pdn.png
(4 px per um) Pins as bars on the die edge.
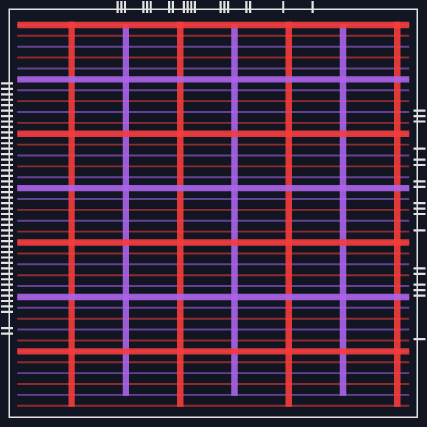
registers.png
(4 px per um) Other sequential cells in the stronger grey, the rest of the logic in the fainter grey.
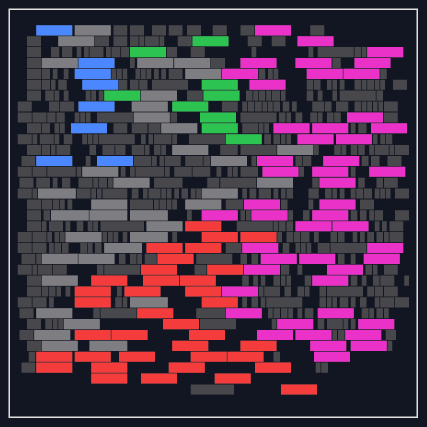
met2.png
(4 px per um)
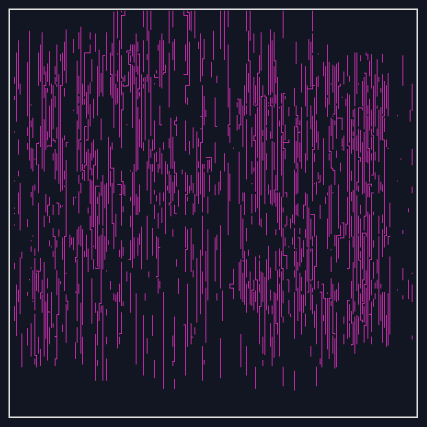
final_clocks.png
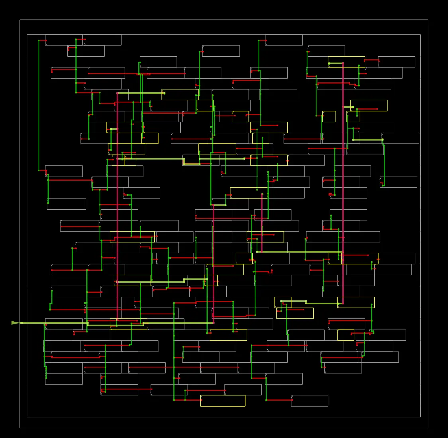
density.png
(4 px per um) 10 x 10 tiles, from black (low) to pale yellow (high), 0 to 100% covered.
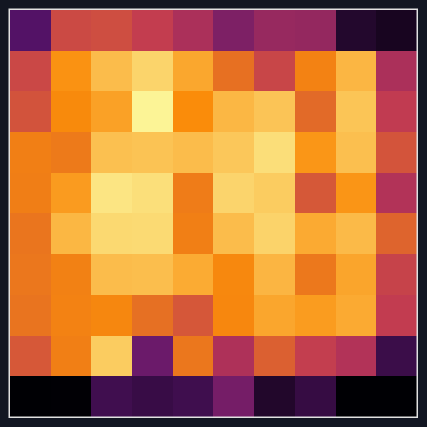
==> src/rtl/gf_mult_ctrl_pkg.sv <==
// Shared types and constants for the GF(2^8) multiplier controller.
package gf_mult_ctrl_pkg;

    // Controller FSM states.
    typedef enum logic [1:0] {
        RUN   = 2'd0,
        DRAIN = 2'd1,
        LOAD  = 2'd2
    } state_t;

    // Generator polynomial after reset: x^8 + x^4 + x^3 + x + 1 (x^8 implicit).
    localparam logic [7:0] G_DEFAULT = 8'h1B;

endpackage

==> src/rtl/gf_mult_ctrl_if.sv <==
// Operand/result handshakes, configuration and multiplier-array bus.
//
// Handshake rule for both in_* and out_*: a transfer happens on a rising
// edge where valid && ready. A source may not retract or change its payload
// while valid && !ready; ready may depend combinationally on valid.
interface gf_mult_ctrl_if #(
    parameter int TAGW = 4
) ();
    logic            cfg_we;
    logic [7:0]      cfg_g;

    logic            in_valid;
    logic            in_ready;
    logic [7:0]      in_a;
    logic [7:0]      in_b;
    logic [TAGW-1:0] in_tag;

    logic [7:0]      arr_a;
    logic [7:0]      arr_b;
    logic [7:0]      arr_g;
    logic [7:0]      arr_p;

    logic            out_valid;
    logic            out_ready;
    logic [7:0]      out_p;
    logic [TAGW-1:0] out_tag;

    logic            busy;

    // Requester side: issues operands/config, consumes results, hosts the array.
    modport master (
        output cfg_we, cfg_g, in_valid, in_a, in_b, in_tag, arr_p, out_ready,
        input  in_ready, arr_a, arr_b, arr_g, out_valid, out_p, out_tag, busy
    );

    // Controller side.
    modport slave (
        input  cfg_we, cfg_g, in_valid, in_a, in_b, in_tag, arr_p, out_ready,
        output in_ready, arr_a, arr_b, arr_g, out_valid, out_p, out_tag, busy
    );
endinterface

==> src/rtl/gf_res_fifo.sv <==
// Synchronous result FIFO (DEPTH must be a power of two, at least 2).
// Head entry is visible on o_rd_data whenever o_count is non-zero.
module gf_res_fifo #(
    parameter int DEPTH = 4,
    parameter int W     = 12
) (
    input  logic                       clk,
    input  logic                       rst_n,
    input  logic                       i_wr_en,
    input  logic [W-1:0]               i_wr_data,
    input  logic                       i_rd_en,
    output logic [W-1:0]               o_rd_data,
    output logic [$clog2(DEPTH+1)-1:0] o_count
);
    localparam int AW = $clog2(DEPTH);
    localparam int CW = $clog2(DEPTH+1);

    logic [W-1:0]  r_mem [DEPTH];
    logic [AW-1:0] r_wr_ptr;
    logic [AW-1:0] r_rd_ptr;
    logic [CW-1:0] r_count;
    logic          w_rd;

    // A pop of an empty FIFO is ignored.
    assign w_rd = i_rd_en && (r_count != '0);

    // Storage and pointers; pointers wrap naturally modulo DEPTH.
    always_ff @(posedge clk or negedge rst_n) begin
        if (!rst_n) begin
            for (int i = 0; i < DEPTH; i++) r_mem[i] <= '0;
            r_wr_ptr <= '0;
            r_rd_ptr <= '0;
        end else begin
            if (i_wr_en) begin
                r_mem[r_wr_ptr] <= i_wr_data;
                r_wr_ptr        <= r_wr_ptr + 1'b1;
            end
            if (w_rd) r_rd_ptr <= r_rd_ptr + 1'b1;
        end
    end

    // Occupancy: simultaneous write and pop leave it unchanged.
    always_ff @(posedge clk or negedge rst_n) begin
        if (!rst_n) begin
            r_count <= '0;
        end else begin
            case ({i_wr_en, w_rd})
                2'b10:   r_count <= r_count + 1'b1;
                2'b01:   r_count <= r_count - 1'b1;
                default: r_count <= r_count;
            endcase
        end
    end

    assign o_rd_data = r_mem[r_rd_ptr];
    assign o_count   = r_count;
endmodule

==> src/rtl/gf_mult_ctrl.sv <==
// Controller for a free-running GF(2^8) multiplier array: credit-based
// operand acceptance, a valid/tag pipeline matching the array latency, an
// in-order result FIFO, and a drain-then-load sequence for new polynomials.
module gf_mult_ctrl
    import gf_mult_ctrl_pkg::*;
#(
    parameter int LAT   = 8,
    parameter int DEPTH = 4,
    parameter int TAGW  = 4
) (
    input  logic          clk,
    input  logic          rst_n,
    gf_mult_ctrl_if.slave bus,
    output state_t        o_dbg_state
);
    localparam int             CW      = $clog2(DEPTH+1);
    localparam logic [CW:0]    DEPTH_C = DEPTH[CW:0];

    state_t          r_state;
    logic [7:0]      r_g;
    logic [7:0]      r_pend;
    logic [7:0]      r_arr_a;
    logic [7:0]      r_arr_b;
    // Stage 0 travels with arr_a/arr_b; stage LAT lines up with arr_p.
    logic [LAT:0]    r_vld;
    logic [TAGW-1:0] r_tag [LAT+1];
    logic [CW-1:0]   r_inflight;

    logic [CW-1:0]   w_count;
    logic [CW:0]     w_credit;
    logic [7+TAGW:0] w_rd_data;
    logic            w_in_ready;
    logic            w_accept;
    logic            w_exit;
    logic            w_out_valid;
    logic            w_pop;

    // Credits: every accepted op holds a FIFO slot until it is popped.
    assign w_credit    = {1'b0, r_inflight} + {1'b0, w_count};
    assign w_in_ready  = (r_state == RUN) && !bus.cfg_we && (w_credit < DEPTH_C);
    assign w_accept    = bus.in_valid && w_in_ready;
    assign w_exit      = r_vld[LAT];
    assign w_out_valid = (w_count != '0);
    assign w_pop       = w_out_valid && bus.out_ready;

    // FSM: drain all work before committing a new polynomial.
    always_ff @(posedge clk or negedge rst_n) begin
        if (!rst_n) begin
            r_state <= RUN;
            r_g     <= G_DEFAULT;
            r_pend  <= G_DEFAULT;
        end else begin
            if (bus.cfg_we) r_pend <= bus.cfg_g;
            case (r_state)
                RUN:     if (bus.cfg_we) r_state <= DRAIN;
                DRAIN:   if (r_inflight == '0 && w_count == '0) r_state <= LOAD;
                LOAD: begin
                    r_g     <= r_pend;
                    r_state <= RUN;
                end
                default: r_state <= RUN;
            endcase
        end
    end

    // Operand registers feed the array; they hold on idle cycles.
    always_ff @(posedge clk or negedge rst_n) begin
        if (!rst_n) begin
            r_arr_a <= '0;
            r_arr_b <= '0;
        end else if (w_accept) begin
            r_arr_a <= bus.in_a;
            r_arr_b <= bus.in_b;
        end
    end

    // Valid/tag pipeline shifts every cycle alongside the array.
    always_ff @(posedge clk or negedge rst_n) begin
        if (!rst_n) begin
            r_vld <= '0;
            for (int i = 0; i <= LAT; i++) r_tag[i] <= '0;
        end else begin
            r_vld    <= {r_vld[LAT-1:0], w_accept};
            r_tag[0] <= bus.in_tag;
            for (int i = 1; i <= LAT; i++) r_tag[i] <= r_tag[i-1];
        end
    end

    // Operations between acceptance and FIFO write.
    always_ff @(posedge clk or negedge rst_n) begin
        if (!rst_n) begin
            r_inflight <= '0;
        end else begin
            case ({w_accept, w_exit})
                2'b10:   r_inflight <= r_inflight + 1'b1;
                2'b01:   r_inflight <= r_inflight - 1'b1;
                default: r_inflight <= r_inflight;
            endcase
        end
    end

    gf_res_fifo #(
        .DEPTH (DEPTH),
        .W     (8 + TAGW)
    ) u_fifo (
        .clk       (clk),
        .rst_n     (rst_n),
        .i_wr_en   (w_exit),
        .i_wr_data ({bus.arr_p, r_tag[LAT]}),
        .i_rd_en   (w_pop),
        .o_rd_data (w_rd_data),
        .o_count   (w_count)
    );

    assign bus.in_ready  = w_in_ready;
    assign bus.arr_a     = r_arr_a;
    assign bus.arr_b     = r_arr_b;
    assign bus.arr_g     = r_g;
    assign bus.out_valid = w_out_valid;
    assign bus.out_p     = w_rd_data[7+TAGW:TAGW];
    assign bus.out_tag   = w_rd_data[TAGW-1:0];
    assign bus.busy      = (r_state != RUN) || (r_inflight != '0) || (w_count != '0);
    assign o_dbg_state   = r_state;
endmodule
==> src/flat_wrapper.sv <==
// flat-port wrapper written by rule: the top's interface ports become plain ports
module gf_mult_ctrl_flat import gf_mult_ctrl_pkg::*;
#(
    parameter int LAT   = 8,
    parameter int DEPTH = 4,
    parameter int TAGW  = 4
)
  (clk, rst_n, o_dbg_state, bus_cfg_we, bus_cfg_g, bus_in_valid, bus_in_a, bus_in_b, bus_in_tag, bus_arr_p, bus_out_ready, bus_in_ready, bus_arr_a, bus_arr_b, bus_arr_g, bus_out_valid, bus_out_p, bus_out_tag, bus_busy);
  gf_mult_ctrl_if #(.TAGW(TAGW)) bus_i ();
  input  logic clk;
  input  logic rst_n;
  output state_t o_dbg_state;
  input wire logic [$bits(bus_i.cfg_we)-1:0] bus_cfg_we;
  input wire logic [$bits(bus_i.cfg_g)-1:0] bus_cfg_g;
  input wire logic [$bits(bus_i.in_valid)-1:0] bus_in_valid;
  input wire logic [$bits(bus_i.in_a)-1:0] bus_in_a;
  input wire logic [$bits(bus_i.in_b)-1:0] bus_in_b;
  input wire logic [$bits(bus_i.in_tag)-1:0] bus_in_tag;
  input wire logic [$bits(bus_i.arr_p)-1:0] bus_arr_p;
  input wire logic [$bits(bus_i.out_ready)-1:0] bus_out_ready;
  output wire logic [$bits(bus_i.in_ready)-1:0] bus_in_ready;
  output wire logic [$bits(bus_i.arr_a)-1:0] bus_arr_a;
  output wire logic [$bits(bus_i.arr_b)-1:0] bus_arr_b;
  output wire logic [$bits(bus_i.arr_g)-1:0] bus_arr_g;
  output wire logic [$bits(bus_i.out_valid)-1:0] bus_out_valid;
  output wire logic [$bits(bus_i.out_p)-1:0] bus_out_p;
  output wire logic [$bits(bus_i.out_tag)-1:0] bus_out_tag;
  output wire logic [$bits(bus_i.busy)-1:0] bus_busy;
  assign bus_i.cfg_we = bus_cfg_we;
  assign bus_i.cfg_g = bus_cfg_g;
  assign bus_i.in_valid = bus_in_valid;
  assign bus_i.in_a = bus_in_a;
  assign bus_i.in_b = bus_in_b;
  assign bus_i.in_tag = bus_in_tag;
  assign bus_i.arr_p = bus_arr_p;
  assign bus_i.out_ready = bus_out_ready;
  assign bus_in_ready = bus_i.in_ready;
  assign bus_arr_a = bus_i.arr_a;
  assign bus_arr_b = bus_i.arr_b;
  assign bus_arr_g = bus_i.arr_g;
  assign bus_out_valid = bus_i.out_valid;
  assign bus_out_p = bus_i.out_p;
  assign bus_out_tag = bus_i.out_tag;
  assign bus_busy = bus_i.busy;
  gf_mult_ctrl #(.LAT(LAT), .DEPTH(DEPTH), .TAGW(TAGW)) u_core (.clk(clk), .rst_n(rst_n), .bus(bus_i), .o_dbg_state(o_dbg_state));
endmodule
==> config.mk <==
export PLATFORM = sky130hd
export DESIGN_NAME = gf_mult_ctrl_flat
export DESIGN_NICKNAME = d
export VERILOG_FILES = /design/src/rtl/gf_mult_ctrl_pkg.sv /design/src/rtl/gf_mult_ctrl_if.sv /design/src/rtl/gf_res_fifo.sv /design/src/rtl/gf_mult_ctrl.sv /design/src/flat_wrapper.sv
export SDC_FILE = /design/constraint.sdc
export NUM_CORES = 1
export LEC_CHECK = 0
export ABC_AREA = 1
export CAP_MARGIN = 0
export CORE_MARGIN = 1.5
export CORE_UTILIZATION = 53
export CTS_BUF_LIST = sky130_fd_sc_hd__clkbuf_16
export DETAILED_ROUTE_END_ITERATION = 12
export PLACE_DENSITY = 0.87
export SETUP_SLACK_MARGIN = 0.02
export SYNTH_ARGS = -nofsm -noshare
export SYNTH_HDL_FRONTEND = slang
export SYNTH_SLANG_ARGS = --single-unit
export TNS_END_PERCENT = 1
==> constraint.sdc <==
create_clock -name clk -period 3.13 [get_ports clk]
set_input_delay 0.4695 -clock clk [delete_from_list [all_inputs] [get_ports clk]]
set_output_delay 0.4695 -clock clk [all_outputs]
set_load 0.02 [all_outputs]
==> impl.org <==
#+TITLE: Synthesis and PnR summary

** Logic synthesis
- In the Yosys stats the netlist draws on 26 distinct library cells.
- Per the synthesis report, the simple-gate share of the synthesized area is 14.5%.
- Yosys Instances :: 490
- Largest cells by area after synthesis :: sky130_fd_sc_hd__dfrtp_1 63%, sky130_fd_sc_hd__nand2_1 8.4%, sky130_fd_sc_hd__o21ai_0 7.4%
- In the synthesized netlist, the dominant kind of combinational cell is simple AND/OR/NAND/NOR gates.
- Synthesis produced a netlist whose cell count is 490.
- Area leader, netlist :: sky130_fd_sc_hd__dfrtp_1
- Per Yosys stat, the portion of area used by sequential elements is 66.7%.
- The post-synth register bit count is 137.
- Number of flops mapped to enable cells by yosys :: 0

** Layout
- Buffer share of cell area :: 12.9%
- Antenna Cells :: 0

** Drt
- Total length of routed met3 wires :: 656 um
- Initial DRC count :: 234
- Vias per cell :: 5.32

** Floorplanning
- The design received a total of 129 well taps at floorplan.
- 82 I/O pins were placed.

** Critical path
- Among all stages on the critical path, the largest delay is contributed by sky130_fd_sc_hd__clkdlybuf4s50_1.
- Number of buffer and inverter instances along the worst setup path :: 2
- Traced cell by cell, the critical path runs through inv_1 > o21ai_0 > o22ai_1 > clkdlybuf4s50_1.
- Stages on the worst setup path :: 4
- STA shows the worst reg2reg path with a cell count of 7.

** Place
- Final RePlAce weighted congestion :: 0.768

** Power
- The report lists the power per cell area as 1050 mW/mm2.
- The clock network burns 29.6% of the power.
- The flow reports that combinational logic draws 32.9% of the design power.
- In the power breakdown, the internal column shows 4490 uW.

** Final timing
- Pin slew with the least headroom to its limit :: 0.830 ns

** Clock tree
- Number of CTS-inserted buffers :: 17

** Status
- Status :: completed

** GRT
- Number of global-route vias before repair :: 3,922
Notes on pdn.png above:
colour	net
red	VSS
purple	VDD
signal pins	82
met1 rails	36
met4 straps	7
met5 straps	7
floorplan die height: 102 um
core outline area: 0.00933 mm2
worst supply voltage drop on vdd: 0.708 mV
Die Span X: 102 um

Notes on registers.png above:
colour	netlist name	placed flops
blue	u_core.bus.arr_b	8
magenta	u_core.u_fifo.r_mem	48
red	u_core.r_tag	36
green	u_core.r_vld	9
flop share of the area: 51.3%
sequential cell area: 0.00344 mm2
Flop+latch power: 2640 uW
Final Core Density: 71.8%

Notes on met2.png above:
wire length on this layer	5,630 um
main direction	vertical
longest straight run	39.8 um
nets with wire on the layer	529
vias: 3,803
GRT met2 Usage: 39.4%
final wirelength: 11,300 um

Notes on final_clocks.png above:
Layout Skew: 0.0101 ns
Num Clock Sinks: 137
Clock buffer cells: 17

Notes on density.png above:
nearly empty tiles	4.0%
fullest tile	98%
tiles over 75% full	39%
core utilization before placement: 55.3%

-- stage by stage --
stage / util [%] / instance area, um2 / hold slack [ns] / instances / worst slack (ns)
after floorplan: - / 5160 / 0.174 / 490 / 0.913
after global placement: 65.2 / 6080 / 0.332 / 683 / 0.661
after detailed placement: 65.2 / 6080 / 0.335 / 683 / 0.509
after CTS: 71.8 / 6700 / 0.133 / 715 / 0.273
after global routing: 71.8 / 6700 / 0.170 / 715 / 0.163
final: 71.8 / 6700 / 0.105 / 715 / 0.278
-- power groups by stage --
stage | clock network (uW) | logic (uW) | registers (uW)
final | 2080 | 2310 | 2640
after global routing | 2190 | 2540 | 2690
after CTS | 2100 | 2310 | 2630
after detailed placement | 0 | 2270 | 2630
after global placement | 0 | 2170 | 2620
after floorplan | 0 | 1220 | 2710
Power figures rest on the tool's default switching activity, not on a simulated workload.
